<file path="config.mk">
export PLATFORM = sky130hd
export DESIGN_NAME = i2c_burst_master
export DESIGN_NICKNAME = d
export VERILOG_FILES = /design/src/rtl/i2c_burst_master.sv
export SDC_FILE = /design/constraint.sdc
export NUM_CORES = 1
export LEC_CHECK = 0
export ABC_AREA = 1
export CORE_MARGIN = 2
export CORE_UTILIZATION = 40
export DETAILED_ROUTE_END_ITERATION = 8
export PLACE_DENSITY = 0.61
export SETUP_SLACK_MARGIN = 0.02
export SYNTH_ARGS = -nofsm -noshare
export SYNTH_HDL_FRONTEND = slang
export SYNTH_SLANG_ARGS = --single-unit
</file>
<file path="constraint.sdc">
create_clock -name clock -period 3.55 [get_ports clock]
set_input_delay 0.71 -clock clock [delete_from_list [all_inputs] [get_ports clock]]
set_output_delay 0.71 -clock clock [all_outputs]
set_load 0.01 [all_outputs]
</file>
<file path="src/rtl/i2c_burst_master.sv">
// Single-clock I2C master: one START / address / N-byte / STOP transaction per Go,
// read or write, with slave ACK checking, NACK abort and per-byte data handshake.
module i2c_burst_master #(
  parameter int unsigned CLK_DIV   = 4,
  parameter int unsigned MAX_BYTES = 4,
  parameter int unsigned BC_W      = 3
) (
  input  logic            clock,
  input  logic            Reset,
  input  logic            Go,
  input  logic            ReadNotWrite,
  input  logic [6:0]      SlaveAddr,
  input  logic [BC_W-1:0] ByteCount,
  input  logic [7:0]      TxData,
  output logic            TxLoad,
  output logic [7:0]      RxData,
  output logic            RxValid,
  output logic            Busy,
  output logic            Done,
  output logic            AckError,
  output logic            SCL,
  output logic            SDA_oe,
  input  logic            SDA_in
);

  localparam int unsigned DIV_W = (CLK_DIV > 1) ? $clog2(CLK_DIV) : 1;

  typedef enum logic [3:0] {
    S_IDLE, S_START, S_ADDR, S_AACK, S_WDATA, S_WACK, S_RDATA, S_MACK, S_STOP
  } state_t;

  state_t            state, state_nxt;
  logic [DIV_W-1:0]  div_cnt, div_nxt;
  logic [1:0]        q, q_nxt;
  logic [2:0]        bit_cnt, bit_nxt;
  logic [7:0]        sh, sh_nxt;
  logic [BC_W-1:0]   rem, rem_nxt;
  logic              rnw, rnw_nxt;
  logic              ack_bit, ack_nxt;
  logic              busy_d, busy_d_nxt;
  logic              tx_load_nxt, rx_valid_nxt, busy_nxt, done_nxt, ack_err_nxt;
  logic              scl_nxt, oe_nxt;
  logic [7:0]        rx_data_nxt;
  logic              tick, end_bit, bit_out;

  assign tick    = (div_cnt == DIV_W'(CLK_DIV - 1));
  assign end_bit = Busy && tick && (q == 2'd3);
  // On the TxLoad clock the shifter is still loading, so drive straight from TxData.
  assign bit_out = (state == S_WDATA && TxLoad) ? TxData[7] : sh[7];

  always_comb begin
    state_nxt    = state;
    div_nxt      = div_cnt;
    q_nxt        = q;
    bit_nxt      = bit_cnt;
    sh_nxt       = sh;
    rem_nxt      = rem;
    rnw_nxt      = rnw;
    ack_nxt      = ack_bit;
    rx_data_nxt  = RxData;
    rx_valid_nxt = 1'b0;
    busy_nxt     = Busy;
    ack_err_nxt  = AckError;
    busy_d_nxt   = Busy;
    done_nxt     = busy_d & ~Busy;
    scl_nxt      = 1'b1;
    oe_nxt       = 1'b0;

    if (Busy) begin
      div_nxt = tick ? '0 : div_cnt + DIV_W'(1);
      if (tick) q_nxt = q + 2'd1;
    end
    if (Busy && tick && q == 2'd2) begin
      ack_nxt = SDA_in;
      if (state == S_RDATA) sh_nxt = {sh[6:0], SDA_in};
    end
    if (TxLoad) sh_nxt = TxData;

    case (state)
      S_IDLE: if (Go) begin
        state_nxt   = S_START;
        busy_nxt    = 1'b1;
        ack_err_nxt = 1'b0;
        rnw_nxt     = ReadNotWrite;
        sh_nxt      = {SlaveAddr, ReadNotWrite};
        rem_nxt     = (ByteCount > BC_W'(MAX_BYTES)) ? BC_W'(MAX_BYTES) : ByteCount;
        bit_nxt     = '0;
        div_nxt     = '0;
        q_nxt       = '0;
      end
      S_START: if (end_bit) state_nxt = S_ADDR;
      S_ADDR, S_WDATA: if (end_bit) begin
        sh_nxt  = {sh[6:0], 1'b0};
        bit_nxt = bit_cnt + 3'd1;
        if (bit_cnt == 3'd7) state_nxt = (state == S_ADDR) ? S_AACK : S_WACK;
      end
      S_AACK: if (end_bit) begin
        if (ack_bit) begin
          ack_err_nxt = 1'b1;
          state_nxt   = S_STOP;
        end else if (rem == '0) state_nxt = S_STOP;
        else state_nxt = rnw ? S_RDATA : S_WDATA;
      end
      S_WACK: if (end_bit) begin
        if (ack_bit) begin
          ack_err_nxt = 1'b1;
          state_nxt   = S_STOP;
        end else begin
          if (rem != '0) rem_nxt = rem - BC_W'(1);
          state_nxt = (rem <= BC_W'(1)) ? S_STOP : S_WDATA;
        end
      end
      S_RDATA: if (end_bit) begin
        bit_nxt = bit_cnt + 3'd1;
        if (bit_cnt == 3'd7) begin
          rx_data_nxt  = sh;
          rx_valid_nxt = 1'b1;
          state_nxt    = S_MACK;
        end
      end
      S_MACK: if (end_bit) begin
        if (rem != '0) rem_nxt = rem - BC_W'(1);
        state_nxt = (rem <= BC_W'(1)) ? S_STOP : S_RDATA;
      end
      S_STOP: if (end_bit) begin
        state_nxt = S_IDLE;
        busy_nxt  = 1'b0;
        div_nxt   = '0;
        q_nxt     = '0;
      end
      default: state_nxt = S_IDLE;
    endcase

    // Bus levels follow the current quarter, registered one clock later.
    case (state)
      S_START: begin
        scl_nxt = (q != 2'd3);
        oe_nxt  = q[1];
      end
      S_ADDR, S_WDATA: begin
        scl_nxt = (q == 2'd1 || q == 2'd2);
        oe_nxt  = ~bit_out;
      end
      S_AACK, S_WACK, S_RDATA: scl_nxt = (q == 2'd1 || q == 2'd2);
      S_MACK: begin
        scl_nxt = (q == 2'd1 || q == 2'd2);
        oe_nxt  = (rem > BC_W'(1));
      end
      S_STOP: begin
        scl_nxt = (q != 2'd0);
        oe_nxt  = ~q[1];
      end
      default: ;
    endcase

    tx_load_nxt = (state_nxt == S_WDATA) && (state != S_WDATA);
  end

  always_ff @(posedge clock) begin
    if (Reset) begin
      state    <= S_IDLE;
      div_cnt  <= '0;
      q        <= '0;
      bit_cnt  <= '0;
      sh       <= '0;
      rem      <= '0;
      rnw      <= 1'b0;
      ack_bit  <= 1'b0;
      busy_d   <= 1'b0;
      TxLoad   <= 1'b0;
      RxData   <= '0;
      RxValid  <= 1'b0;
      Busy     <= 1'b0;
      Done     <= 1'b0;
      AckError <= 1'b0;
      SCL      <= 1'b1;
      SDA_oe   <= 1'b0;
    end else begin
      state    <= state_nxt;
      div_cnt  <= div_nxt;
      q        <= q_nxt;
      bit_cnt  <= bit_nxt;
      sh       <= sh_nxt;
      rem      <= rem_nxt;
      rnw      <= rnw_nxt;
      ack_bit  <= ack_nxt;
      busy_d   <= busy_d_nxt;
      TxLoad   <= tx_load_nxt;
      RxData   <= rx_data_nxt;
      RxValid  <= rx_valid_nxt;
      Busy     <= busy_nxt;
      Done     <= done_nxt;
      AckError <= ack_err_nxt;
      SCL      <= scl_nxt;
      SDA_oe   <= oe_nxt;
    end
  end

endmodule

</file>
### Placement view

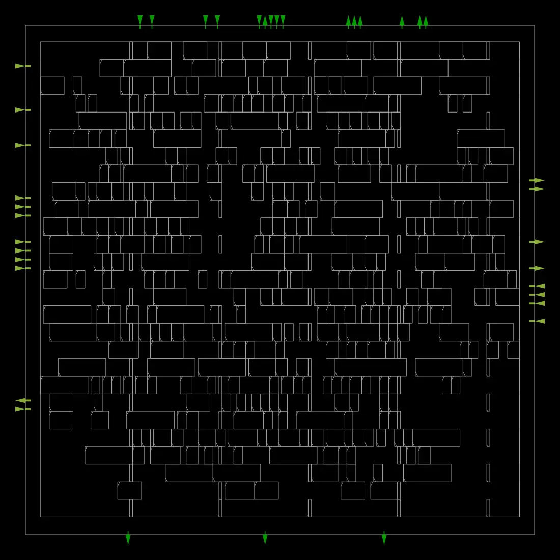
fill count: 569
sequential portion of the cell area: 29.0%
Rows: 27

### Zoomed window

Region (19, 19) to (59, 59) um. Cells in gray, sequential cells in the stronger gray; small squares are vias.
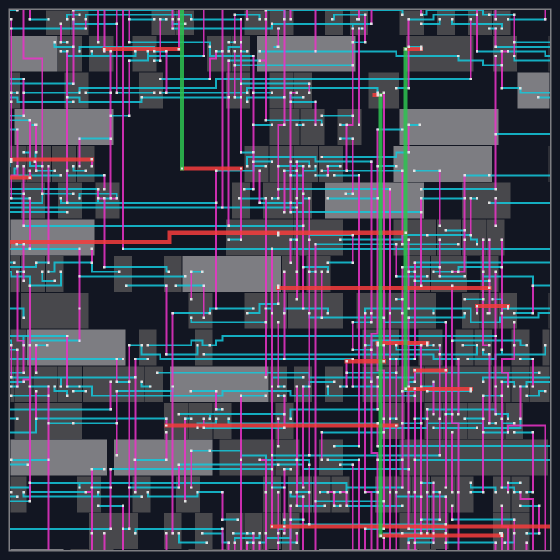
- met1: cyan
- met2: magenta
- met4: green
- met3: red
- sequential cells in the window: 11
- cells with their middle in the window: 144
- most frequent: nand2_1 (38), nand3_1 (27), inv_1 (13)
- netlist names of flops here include: sh (3)

### Pin map

(6 px per um) Pins as bars across the die edge, other pins in gray.
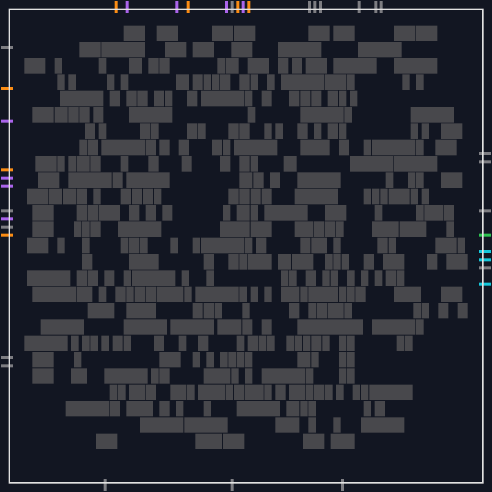
- SlaveAddr: orange (pins 7; direction input; edge 4 top, 3 left)
- TxData: purple (pins 8; direction input; edge 4 left, 4 top)
- ByteCount: cyan (pins 3; direction input; edge right)
- AckError: green (pins 1; direction output; edge right)

### Metal layers overlaid

(4 px per um) Only two layers are drawn.
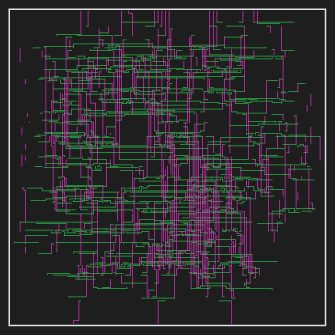
- met2: magenta (wire length 2430 um)
- met1: green (wire length 2790 um)

### The metal 2 layer

(4 px per um)
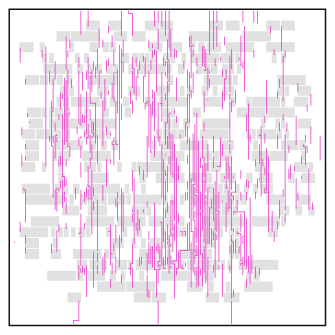
- wire length on this layer: 2430 um
- nets with wire on the layer: 308
- main direction: vertical
- longest straight run: 36.0 um
- share of all routed wire: 43%

==> reports/qor.csv <==
metric,value,unit
status,"complete, no violations",
syn_area,2230,um^2
slew_headroom,55.4,%
rr_endpoint,sh[4]$_SDFF_PP0_,
end_kind,register,
antenna_found_initial,0,
period_minus_slack,2.17,ns
drc,0,
leakage,0.00115,uW
finalMaxSlewViolations,0,
fp_util,41.0,%
hp-class,reg -> reg,
finalNetCount,398,
max_stage_delay,0.54,ns
clock_path_buffers,2,
postSynthSeqShare,35.9,%
drive_gt1_share,8.99,%
grt.overflow.total,0,
final_layout_top_logic_cell,nand2_1,
crit_path_cell_trace,ha_1 -> nand2_1 -> nor2_1 -> nand3_1 -> nand2_1 -> nand3_1 -> nand3_1 -> a21oi_1,
timing.rr.start,div_cnt[0]$_SDFF_PP0_,
path_delay_family,simple AND/OR/NAND/NOR gates,
warnings,30,
lay_top_cells,"nand2_1, nand3_1, dfxtp_1, clkdlybuf4s50_1, nor2_1",
grt_pass1_wl,9320,um
hold_slack,0.423,ns
drtIter0Drc,163,
drt-pass1-iter-count,5,
crit_path_top_delay_cell,nor2_1,
path_buffers,0,
tightest_slew,0.666,ns
chip_area,6190,um^2
vias,2219,
cts_root_buf,clkbuf_8,
area_growth,23.7,%
switching_share,24.9,%
gp_congestion,0.957,
setup_viol,0,
crit_required,3.73,ns
cp-startpoint,div_cnt[0]$_SDFF_PP0_,
maxCapViolations,0,
yosys-stat-area,2230,um^2
p_int,730,uW
synthesis.nets,361,
syn_avg_cell_area,6.78,um^2
rsz0062_at_grt,false,
clk_pin_slew,0.08,ns
fin_util,50.7,%
ant_nets,0,
dieWidth,78.7,um
wl_per_cell,12.8,um
area_leaders,"dfxtp_1, nand2_1, nand3_1, nor2_1, a21oi_1",
pwr-share-comb,12.8,%
die_h,78.7,um
yosys_warnings,0,
cts_repair_resize_count,0,
synth.largest_area_cell,dfxtp_1,
rrSetupSlack,1.38,ns
finClkSkew,0.00509,ns
cts_made_buffers,5,
cts_tree,built,
worstSetupPathType,reg -> reg,
crit_arrival,2.35,ns
cts.sinks,40,
place_hpwl,4170,um
postCtsHoldBufs,0,
critPathLaunchType,register,
top_area_share,35.9,%
grt_pass1_vias,1976,
grt_max_degree,22,
rr_worst_depth,8,
drt_wl_total,5630,um
cpMostUsedCell,nand3_1,
hold_viol_final,0,
ys_types,29,
io_buffers,37,
grt_use_total,19.0,%
fin_crit_sh,61.2,%
sequentialPowerShare,49.2,%
ir_drop,0.221,mV
vias_per_cell,5.05,
h-tree-depth,2,
num_antenna_cells,0,
worstSkewPairLatency,0.29,ns
synth_flops,40,
p_switching,242,uW
cp_max_fo,11,
crit_end,sh[4]$_SDFF_PP0_,
cts_setup_buffers,0,
synth_cells,329,
boundaryPins,38,
setup_tns,0,ns
worstSetupPathDepth,8,
core-area,5440,um^2
power_density,352,nW/um^2
fmax,460,MHz
ys_cells,329,
clkPwrFrac,38.0,%
routing by layer:
layer  global-route usage (%)  routed length, um  vias to the layer above
met5                        0                  0                        -
met4                     6.84                 82                        0
met3                     4.25                328                        7
met2                     29.1               2430                       64
met1                     26.2               2790                      990
li1                         -                  -                     1158
cell families (layout without fill, tap and decap cells):
group           count (synthesis)  count (layout)  share of synthesized area [%]
compound gates                 51              51                           12.5
xor+xnor                        1               1                          0.393
fa+ha+maj                       9               9                           5.05
buf+inv                        43              81                           7.96
flops                          40              40                           35.9
simple gates                  185             185                           38.3
worst min-delay path by stage:
stage	start	end	slack, ns	cells after the start
after floorplan	busy_d$_SDFF_PP0_	Done$_SDFF_PP0_	0.40	2
after global placement	busy_d$_SDFF_PP0_	Done$_SDFF_PP0_	0.42	2
after detailed placement	busy_d$_SDFF_PP0_	Done$_SDFF_PP0_	0.41	2
after CTS	busy_d$_SDFF_PP0_	Done$_SDFF_PP0_	0.43	2
after global routing	busy_d$_SDFF_PP0_	Done$_SDFF_PP0_	0.44	2
final	busy_d$_SDFF_PP0_	Done$_SDFF_PP0_	0.42	2
registers in the layout, indices dropped and copies added (netlist names):
signal / cells
bit_cnt: 3
ack_bit: 1
TxLoad: 1
rnw: 1
RxData: 8
Done: 1
SDA_oe: 1
rem: 3
RxValid: 1
div_cnt: 2
busy_d: 1
q: 2
Busy: 1
state: 4
SCL: 1
sh: 8
AckError: 1
Yosys cell counts:
cell and count:
a21boi_0 1, nand3_2 4, a211oi_1 4, buf_2 1, o211ai_1 1, nand4_1 2
o21ai_1 5, inv_2 4, o21ai_0 14, nand2_1 76, a21oi_1 24, nor3_1 4
or2_4 1, or2_2 8, o21ai_2 1, nand2_4 1, xnor2_1 1, o2111ai_1 1
nand3_1 49, nor2_1 34, clkbuf_1 4, ha_1 9, buf_4 2, nor2_2 1
nor2_4 3, inv_1 31, buf_6 1, nand2_2 2, dfxtp_1 40
per-stage QoR:
| step | setup WS, ns | power [uW] | instances | instance area, um^2 |
|---|---|---|---|---|
| global placement | 1.38 | 613 | 431 | 2650 |
| global route | 1.10 | 1010 | 439 | 2760 |
| finish | 1.38 | 972 | 439 | 2760 |
| floorplan | 2.16 | 561 | 329 | 2230 |
| detailed placement | 1.36 | 613 | 431 | 2650 |
| CTS | 1.34 | 978 | 439 | 2760 |
cell type report:
cell class	instances	area [um^2]	share of cell area, %
timing repair buffer	38	378	13.7
clock buffer	6	72.6	2.63
multi-input combinational	246	1250	45.4
sequential	40	801	29.0
inverter	35	131	4.76
clock inverter	2	35.0	1.27
tap	72	90.1	3.26
power by group through the flow:
| stage | Combinational [uW] | Sequential (uW) | Clock [uW] |
|---|---|---|---|
| 6_report | 124 | 478 | 370 |
| 4_1_cts | 125 | 478 | 375 |
| 5_1_grt | 142 | 480 | 393 |
| 2_1_floorplan | 75.1 | 485 | 0 |
| 3_5_place_dp | 124 | 489 | 0 |
| 3_3_place_gp | 124 | 489 | 0 |
tightest hold or removal path: cells and delay by family, from the launching register on:
family           cells  cell delay [ns]
AND/OR/NAND/NOR      2             0.08
flip-flops           1             0.30
Power and IR drop assume default switching activity.
